==> config.mk <==
export PLATFORM = sky130hd
export DESIGN_NAME = dist_argmin_ctrl
export DESIGN_NICKNAME = d
export VERILOG_FILES = /design/src/rtl/dist_argmin_ctrl.sv
export SDC_FILE = /design/constraint.sdc
export NUM_CORES = 1
export LEC_CHECK = 0
export CORE_ASPECT_RATIO = 0.9
export CORE_MARGIN = 1.5
export CORE_UTILIZATION = 34
export CTS_CLUSTER_SIZE = 16
export DETAILED_ROUTE_END_ITERATION = 12
export DONT_BUFFER_PORTS = 1
export GPL_ROUTABILITY_DRIVEN = 0
export MAX_ROUTING_LAYER = met4
export PLACE_DENSITY = 0.55
export SLEW_MARGIN = 5
export SYNTH_ARGS = -nofsm -noshare
export SYNTH_HDL_FRONTEND = slang
export SYNTH_SLANG_ARGS = --single-unit
export TNS_END_PERCENT = 5
==> constraint.sdc <==
create_clock -name clk -period 6.6 [get_ports clk]
set_clock_uncertainty 0.05 [all_clocks]
set_input_delay 1.32 -clock clk [delete_from_list [all_inputs] [get_ports clk]]
set_output_delay 1.32 -clock clk [all_outputs]
set_load 0.005 [all_outputs]
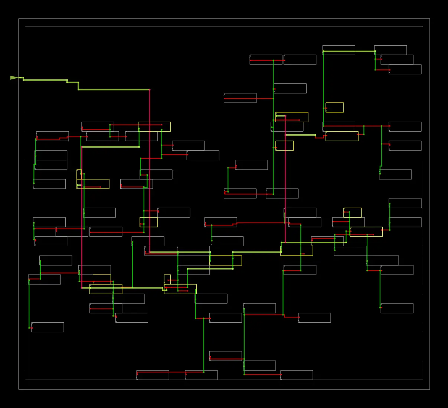
(run_1/final_clocks.png)
clock buffers created by TritonCTS: 9
Clock Power: 0.475 mW
# clk buffers: 15
worst skew pair latency: 0.33 ns
seq_cells: 66

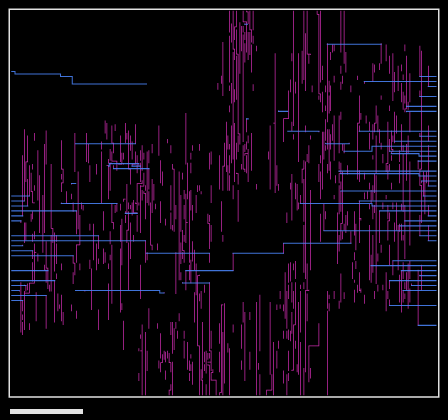
(run_1/metal_stack.png)
Bar = 20 um. Only two layers are drawn.
met2: shown in magenta, wire length 3870 um. met3: shown in blue, wire length 835 um.
drt total wl: 8.74 mm
Total GRT Usage: 15.3%
via count: 2918
mean routed wirelength per cell: 14.9 um

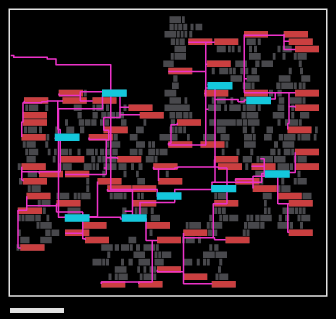
(run_1/clock_map.png)
Bar = 20 um.
cells driving clock nets: shown in cyan, count 9. flip-flops: shown in red, count 66. clock wires: shown in magenta, length 1040 um.
There are 10 routed clock nets.
clock share of power: 43.7%

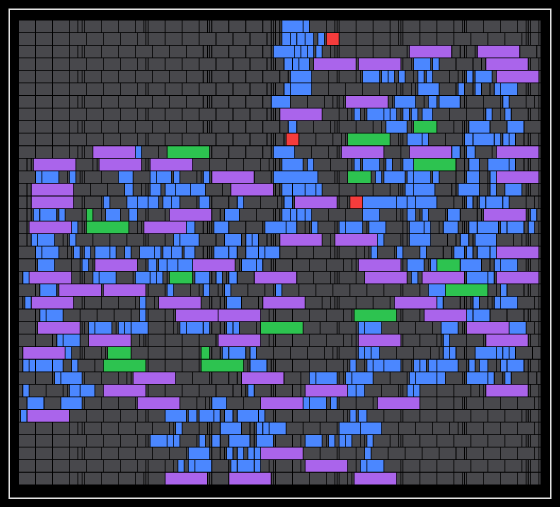
(run_1/cell_classes.png)
Fill, decap, tap and diode cells in grey.
all other logic: shown in blue, cells 347, share of their area 53%. flops: shown in purple, cells 66, share of their area 39%. other buffers and delay cells: shown in red, cells 3, share of their area 0.54%. clock drivers and dummy loads: shown in green, cells 16, share of their area 7.2%.
fraction of area in registers: 37.6%
std cell rows: 37
Final Core Density: 38.6%

==> flow_metrics.env, run 1 <==
# physical design summary
export IMPL_outcome="complete, no violations"
export IMPL_dr_wl_met3_um=835
export IMPL_maxPowerGroup="clock"
export IMPL_cap_violations=0
export IMPL_finalCritPeriodShare_pct=55.2
export IMPL_grt_pass1_wl_mm=14.2
export IMPL_tns_ns=0
export IMPL_slew_violations=0
export IMPL_die_w_um=117
export IMPL_simple_gate_area_share_pct=18.5
export IMPL_core_sq_um=11400
export IMPL_nets=503
export IMPL_min_period_ns=3.64
export IMPL_async_flop_share_pct=100
export IMPL_cp_max_fo=45
export IMPL_endpoint_kind="flop"
export IMPL_p_leak_nw=1.87
export IMPL_power_switching_mw=0.287
export IMPL_cts_hold_buf=0
export IMPL_drive_gt1_share_pct=5.56
export IMPL_gr_usage_met3_pct=5.92
export IMPL_slew_headroom_pct=36.7
export IMPL_grt_setup_unrepaired="no"
export IMPL_cp_depth=9
export IMPL_cts_max_level=3
export IMPL_cp_required_ns=6.79
export IMPL_wl_met1_mm=3.89
export IMPL_critical_path_top_delay_family="AND-OR/OR-AND gates"
export IMPL_critPathLaunchType="input port"
export IMPL_synth_most_common_cell="nand2_1"
export IMPL_area_leaders="dfrtp_1 (42%), mux2i_1 (12%), ha_1 (12%), nand2_1 (10%), inv_1 (3.5%)"
export IMPL_synthToLayoutAreaGrowth_pct=10.6
export IMPL_clockRootBuffer="clkbuf_16"
export IMPL_xor_share_pct=2.87
export IMPL_comb_power_mw=0.164
export IMPL_top_layer="met4"
export IMPL_drcViolationCount=0
export IMPL_setup_violations=0
export IMPL_yosys_cell_types_count=43
export IMPL_crit_path_frequent_cell="a31oi_1"
==> run 1: per-stage QoR <==
step | hold WS (ns) | worst slack (ns) | power (mW)
after global routing | 0.542 | 2.74 | 1.15
after CTS | 0.515 | 2.89 | 1.11
after global placement | 0.499 | 2.62 | 0.617
after detailed placement | 0.506 | 2.58 | 0.622
final | 0.512 | 2.96 | 1.09
after floorplan | 0.477 | 3.40 | 0.592
==> run 1: worst min-delay path, stage by stage (launching register included) <==
cell	delay, ns
dfrtp_1	0.39
nand2_1	0.07
mux2i_1	0.05
==> run 1: final cells by class <==
type	count	area (sq um)
clock buffers	15	298
flip-flops and latches	66	1650
inverters	38	143
fillers	1181	6990
repair buffers	3	22.5
clock inverters	1	5.00
well taps	156	195
multi-input cells	309	2080
==> run_1/registers.png <==
Bar = 20 um. Other sequential cells in the stronger grey, the rest of the logic in the fainter grey.
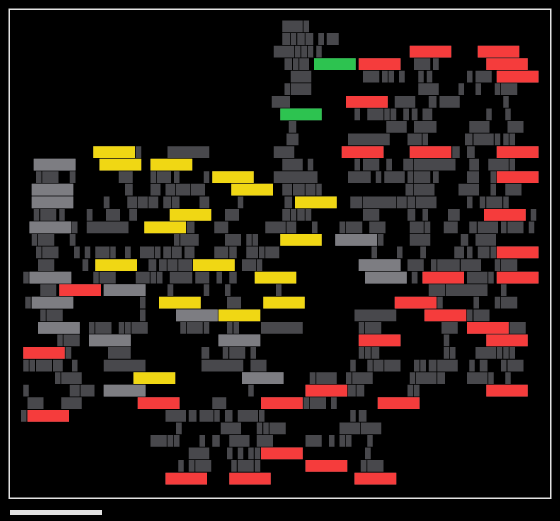

==> inputs of run 2 (changes only) <==
Settings changed: PLACE_DENSITY 0.55 to 0.57.
Clock period 6.6 ns to 3.1 ns, I/O delays scaled along.
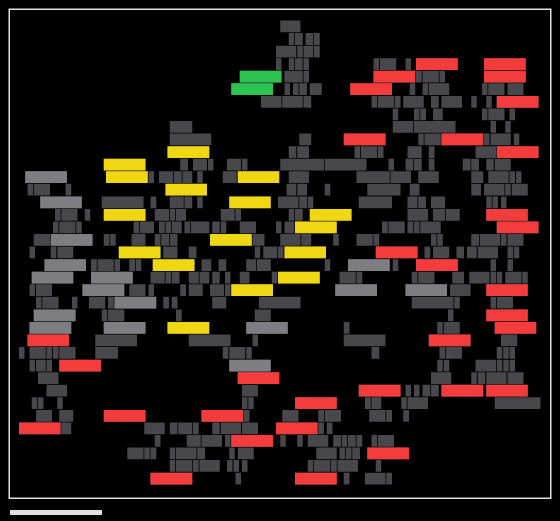
(run_2/registers.png)
Bar = 20 um. Other sequential cells in the stronger grey, the rest of the logic in the fainter grey.
out_dist: shown in red, placed flops 32, where spread over the die. cnt_reg: shown in yellow, placed flops 16. state_reg: shown in green, placed flops 2.
fraction of area in registers: 37.4%
P_seq: 0.951 mW
register area: 1650 sq um
Final Core Density: 38.7%

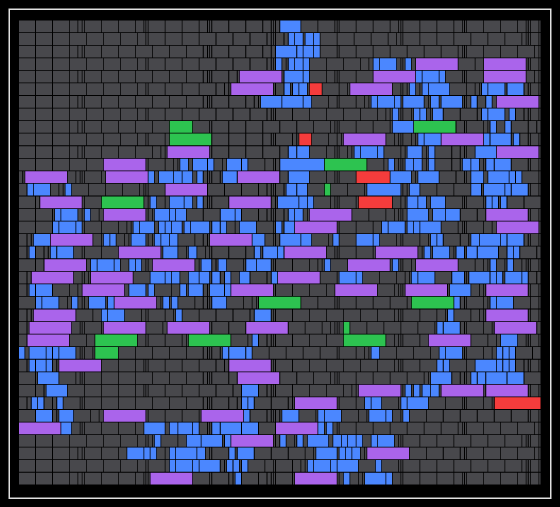
(run_2/cell_classes.png)
Fill, decap, tap and diode cells in grey.
all other logic: shown in blue, cells 347, share of their area 53%. clock drivers and dummy loads: shown in green, cells 13, share of their area 6.2%. other buffers and delay cells: shown in red, cells 5, share of their area 2.0%. flops: shown in purple, cells 66, share of their area 39%.
core area: 11400 sq um
post-route cell area: 4410 sq um

==> run 2 against run 1 <==
- non-clock buffer count rose by 2
- combinational power rose by 130%
- critical path type is now flop to flop
- sequential cell count did not move
- wire length fell by 2.0%
- critical endpoint is now out_cls[9]
- count of clock-buffer cells in the layout fell by 2
- register-to-register slack got worse by 3.1 ns
==> flow_metrics.env, run 2 <==
# physical design summary
export IMPL_gr_usage_met3_pct=6.15
export IMPL_simple_gate_area_share_pct=18.5
export IMPL_cts_buffers_inserted=9
export IMPL_grt_pass1_wl_mm=14.1
export IMPL_outcome="complete, no violations"
export IMPL_dp_slack_ns=0.200
export IMPL_cts_max_level=3
export IMPL_power_switching_mw=0.610
export IMPL_async_flop_share_pct=100
export IMPL_nets=505
export IMPL_row_count=37
export IMPL_die_w_um=117
export IMPL_powerClk_mw=0.914
export IMPL_clk_insertion_delay_late_ns=0.33
export IMPL_endpoint_kind="flop"
export IMPL_clockRootBuffer="clkbuf_16"
export IMPL_xor_share_pct=2.87
export IMPL_min_period_ns=2.70
export IMPL_route_detailed_wl_per_inst_um=14.6
export IMPL_maxPowerGroup="sequential cells"
export IMPL_pwr_share_clk_pct=40.6
export IMPL_p_leak_nw=1.87
export IMPL_setup_violations=0
export IMPL_drcViolationCount=0
export IMPL_yosys_cell_types_count=43
export IMPL_cp_depth=10
export IMPL_synthToLayoutAreaGrowth_pct=11.1
export IMPL_comb_power_mw=0.385
[run 2: routing by layer]
| metal | part of all wire, % | vias to the layer above |
|---|---|---|
| li1 | - | 1432 |
| met1 | 46 | 1369 |
| met2 | 44 | 86 |
| met4 | 1.1 | 0 |
| met5 | 0 | - |
| met3 | 9.4 | 8 |
[run 2: layout make-up]
type	instances	area, sq um
multi-input combinational	309	2080
inverter	38	143
tap	156	195
sequential	66	1650
clock buffer	13	260
timing repair buffer	5	82.6
fill	1164	6980
[run 2: through the flow]
step,hold WS [ns],utilization [%],std cells
final,0.126,38.7,587
after detailed placement,0.276,36.2,573
after CTS,0.132,38.7,587
after floorplan,0.274,-,431
after global placement,0.276,36.2,573
after global routing,0.136,38.7,587
No activity file was given, so power comes from the tool's default toggle rates.
